==> src/rtl/wb_regfile.sv <==
// Writeback stage: picks ALU or size-formatted load data, commits it to a 32-entry
// register file with write-first read bypass, and counts retired register writes.
module wb_regfile #(
   parameter int DATA_WIDTH   = 64,
   parameter int REG_ID_WIDTH = 5,
   parameter int CNT_WIDTH    = 32
) (
   input  logic                    clk,
   input  logic                    reset,
   input  logic [DATA_WIDTH-1:0]   alu_in,
   input  logic [DATA_WIDTH-1:0]   mem_data_in,
   input  logic [REG_ID_WIDTH-1:0] dest_in,
   input  logic [1:0]              wb_control_in,
   input  logic [2:0]              load_size_in,
   input  logic [REG_ID_WIDTH-1:0] rs1_addr,
   input  logic [REG_ID_WIDTH-1:0] rs2_addr,
   output logic [DATA_WIDTH-1:0]   rs1_data,
   output logic [DATA_WIDTH-1:0]   rs2_data,
   output logic [DATA_WIDTH-1:0]   wb_data_out,
   output logic                    wb_we_out,
   output logic [CNT_WIDTH-1:0]    retire_cnt
);

   localparam int NUM_REGS = 2 ** REG_ID_WIDTH;

   logic [DATA_WIDTH-1:0] regs_q [NUM_REGS];
   logic [CNT_WIDTH-1:0]  retire_cnt_q;
   logic [CNT_WIDTH-1:0]  retire_cnt_d;
   logic                  reg_write_s;
   logic                  mem_to_reg_s;

   function automatic logic [DATA_WIDTH-1:0] format_load(
      input logic [DATA_WIDTH-1:0] raw,
      input logic [2:0]            size
   );
      logic [DATA_WIDTH-1:0] res;
      case (size)
         3'b000:  res = {{(DATA_WIDTH-8){raw[7]}},   raw[7:0]};
         3'b001:  res = {{(DATA_WIDTH-16){raw[15]}}, raw[15:0]};
         3'b010:  res = {{(DATA_WIDTH-32){raw[31]}}, raw[31:0]};
         3'b100:  res = {{(DATA_WIDTH-8){1'b0}},     raw[7:0]};
         3'b101:  res = {{(DATA_WIDTH-16){1'b0}},    raw[15:0]};
         3'b110:  res = {{(DATA_WIDTH-32){1'b0}},    raw[31:0]};
         // 011 (LD) and the unused 111 encoding both pass the full word
         default: res = raw;
      endcase
      return res;
   endfunction

   // Writeback value select and effective write enable (x0 is never written)
   always_comb begin
      reg_write_s  = wb_control_in[1];
      mem_to_reg_s = wb_control_in[0];
      if (mem_to_reg_s) begin
         wb_data_out = format_load(mem_data_in, load_size_in);
      end else begin
         wb_data_out = alu_in;
      end
      wb_we_out    = reg_write_s && (dest_in != {REG_ID_WIDTH{1'b0}});
      retire_cnt_d = retire_cnt_q + CNT_WIDTH'(1);
   end

   // Read ports: x0 hard zero, then same-cycle write bypass, then array
   always_comb begin
      if (rs1_addr == {REG_ID_WIDTH{1'b0}}) begin
         rs1_data = {DATA_WIDTH{1'b0}};
      end else if (wb_we_out && (rs1_addr == dest_in)) begin
         rs1_data = wb_data_out;
      end else begin
         rs1_data = regs_q[rs1_addr];
      end
      if (rs2_addr == {REG_ID_WIDTH{1'b0}}) begin
         rs2_data = {DATA_WIDTH{1'b0}};
      end else if (wb_we_out && (rs2_addr == dest_in)) begin
         rs2_data = wb_data_out;
      end else begin
         rs2_data = regs_q[rs2_addr];
      end
   end

   // Register commit and retired-write counter; reset drops any pending write
   always_ff @(posedge clk) begin
      if (reset) begin
         for (int i = 0; i < NUM_REGS; i++) begin
            regs_q[i] <= {DATA_WIDTH{1'b0}};
         end
         retire_cnt_q <= {CNT_WIDTH{1'b0}};
      end else if (wb_we_out) begin
         regs_q[dest_in] <= wb_data_out;
         retire_cnt_q    <= retire_cnt_d;
      end
   end

   assign retire_cnt = retire_cnt_q;

endmodule
==> config.mk <==
export PLATFORM = sky130hd
export DESIGN_NAME = wb_regfile
export DESIGN_NICKNAME = d
export VERILOG_FILES = /design/src/rtl/wb_regfile.sv
export SDC_FILE = /design/constraint.sdc
export NUM_CORES = 2
export LEC_CHECK = 0
export CAP_MARGIN = 0
export CORE_ASPECT_RATIO = 0.9
export CORE_MARGIN = 3
export CORE_UTILIZATION = 27
export CTS_CLUSTER_DIAMETER = 200
export DETAILED_ROUTE_END_ITERATION = 10
export SETUP_SLACK_MARGIN = 0.5
export SLEW_MARGIN = 15
export SYNTH_ARGS = -nofsm -noshare
export SYNTH_HDL_FRONTEND = slang
export SYNTH_SLANG_ARGS = --single-unit
==> constraint.sdc <==
create_clock -name clk -period 3.5 [get_ports clk]
set_clock_uncertainty 0.2 [all_clocks]
set_input_delay 0.35 -clock clk [delete_from_list [all_inputs] [get_ports clk]]
set_output_delay 0.35 -clock clk [all_outputs]
set_load 0.05 [all_outputs]
==> deck_impl_summary.md <==
Key Metrics from the Run

Clocking
  – Cts hold-fix bufs: 2
  – Latency at later pin: 0.88 ns
  – CTS tree: done
  – Post_cts resized: 852
  – Max H-tree Level: 4

Timing
  – Final hold slack: 0.158 ns
  – Final setup viols: 14
  – Slew margin rel.: 14.4%
  – Setup_tns: -2.76 ns
  – Setup WS post-layout: -0.423 ns

Logic synthesis
  – Ys cells: 8,368
  – Ys Warns: 0
  – Top cells by area: edfxtp_1, mux4_2, mux2i_1, nor2_1, a221oi_1
  – YS chip area: 0.111 mm²
  – Yosys top cell area share: 55.6%
  – Seq share, synth: 56.2%
  – Top cells by count: edfxtp_1, nor2_1, mux2i_1
  – Mapped Cells: 8,368
  – Post-synthesis async set-or-reset flop share: 0%

Finish
  – Layout cells sized above 1: 34.5%
  – # fillers: 38.8k
  – Logic area: 0.0493 mm²
  – Nets: 9,473

Routing
  – M1 WL: 178 mm
  – Met2 Routed Length: 222 mm
  – TritonRoute pass-1 iters: 6

Placed design
  – Placement-stage cell area: 0.131 mm²
  – Port Buf Inserts: 374
  – Placed wire-length estimate: 333 mm
  – Pre-CTS setup slack: -0.835 ns

Hold path
  – Hold Path Class: in2reg
  – Hold path endpoint: regs_q[25][29]
  – Hold Path Stages: 4

Outcome
  – Status: finished with violations
  – Failing checks: negative setup slack

Worst setup path
  – RR Endpoint: retire_cnt[30]
  – CP endpoint kind: primary output
  – Crit path kind: reg2out
  – Worst R2R Setup Slack: 0.93 ns

Power and ir drop
  – Switching share of total power: 29.4%
  – Comb power: 0.0150 W
  – Leakage: 53.0 nW
  – PD cells: 464 mW/mm²
  – Cell-internal power: 0.0475 W

Run
  – MaxCap Viol Count: 0

Floorplan
  – Number of I/O pins: 375
  – Die width: 681 µm

Global route
  – Global-route wire length before repair: 697 mm
-- registers in the layout, summed over array words and instances (netlist names) --
name / flops
regs_q: 2048
retire_cnt: 32
-- critical path: stages (launching register included) --
cell and delay, ns:
edfxtp_1 0.42, mux4_2 0.49, o21ai_2 0.14, a21oi_2 0.08
buf_4 0.13, o211ai_1 0.76, o21ai_2 0.18, buf_12 0.21
-- cell type report --
class	instances	area share [%]
Sequential cell	2080	42.9
Multi-Input combinational cell	5363	34.0
Timing Repair Buffer	1583	13.6
Tap cell	5376	4.64
Clock buffer	263	3.92
Clock inverter	110	0.652
Inverter	77	0.264
Antenna cell	3	0.00518
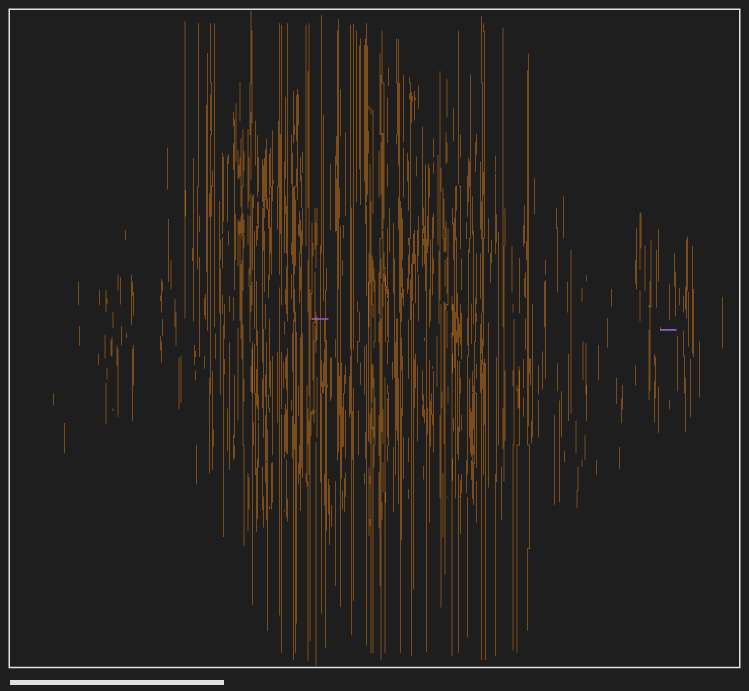
(images/metal_stack.png)
Scale bar: 200 µm. Only two layers are drawn.
colour	layer	wire length
purple	met5	27.6 µm
orange	met4	45.3 mm

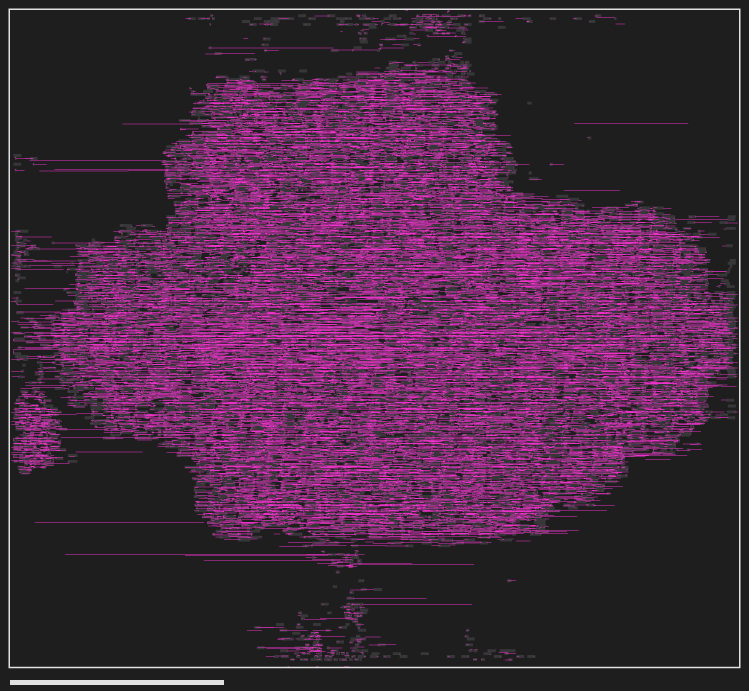
(images/met1.png)
Scale bar: 200 µm.
main direction	horizontal
longest straight run	176 µm
share of all routed wire	34%
nets with wire on the layer	9,045
wire length on this layer	178 mm
met1 Resource Use GR: 29.6%
DR vias: 87.1k

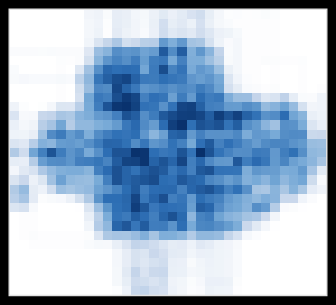
(images/wire_density.png)
The die is cut into 34 by 31 equal tiles; white is low, dark blue is high, scaled to the fullest tile. Values are wire area over tile area, all layers added.
mean over tiles	0.23
fullest tile	0.72
tiles over half the peak	34%
nearly empty tiles	30%
densest ninth of the die	centre
emptiest ninth of the die	south-west
total track usage: 23.9%
final WL: 519 mm
WL per Instance: 34.9 µm

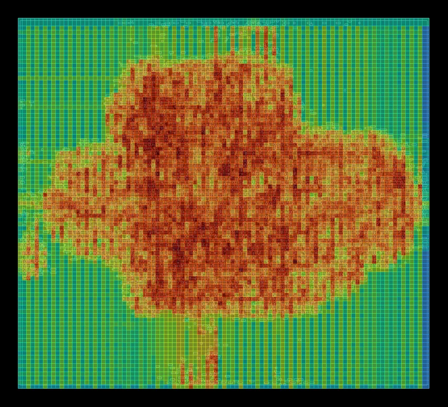
(images/final_congestion.png)
met3 Usage GRT: 7.39%
peak-usage layer in the global routing report: met2

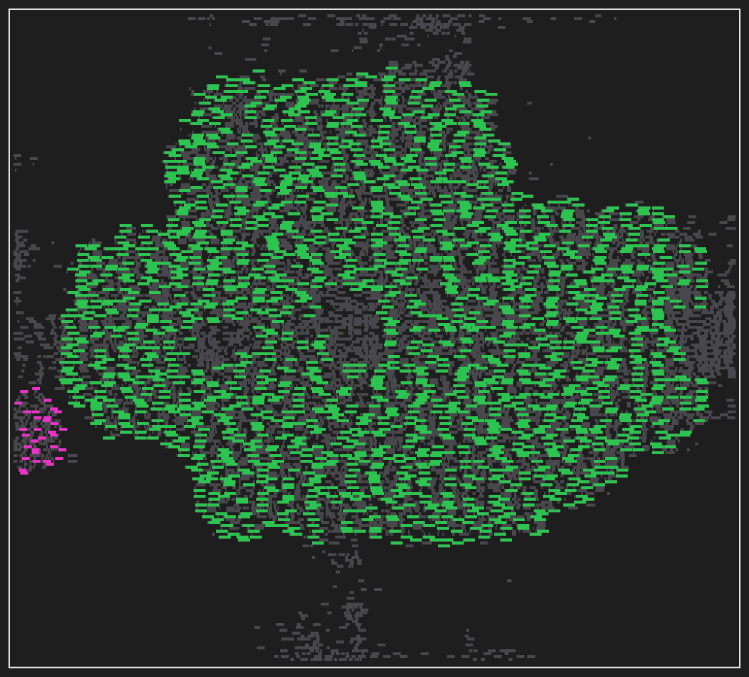
(images/registers.png)
Other cells in grey.
colour	netlist name	flops
magenta	retire_cnt	32
green	regs_q	2,048
register area: 0.0621 mm²
Finished Core Util: 35.6%
sequential power: 0.0294 W
sequential cell area share: 42.9%

Power and IR drop assume default switching activity.
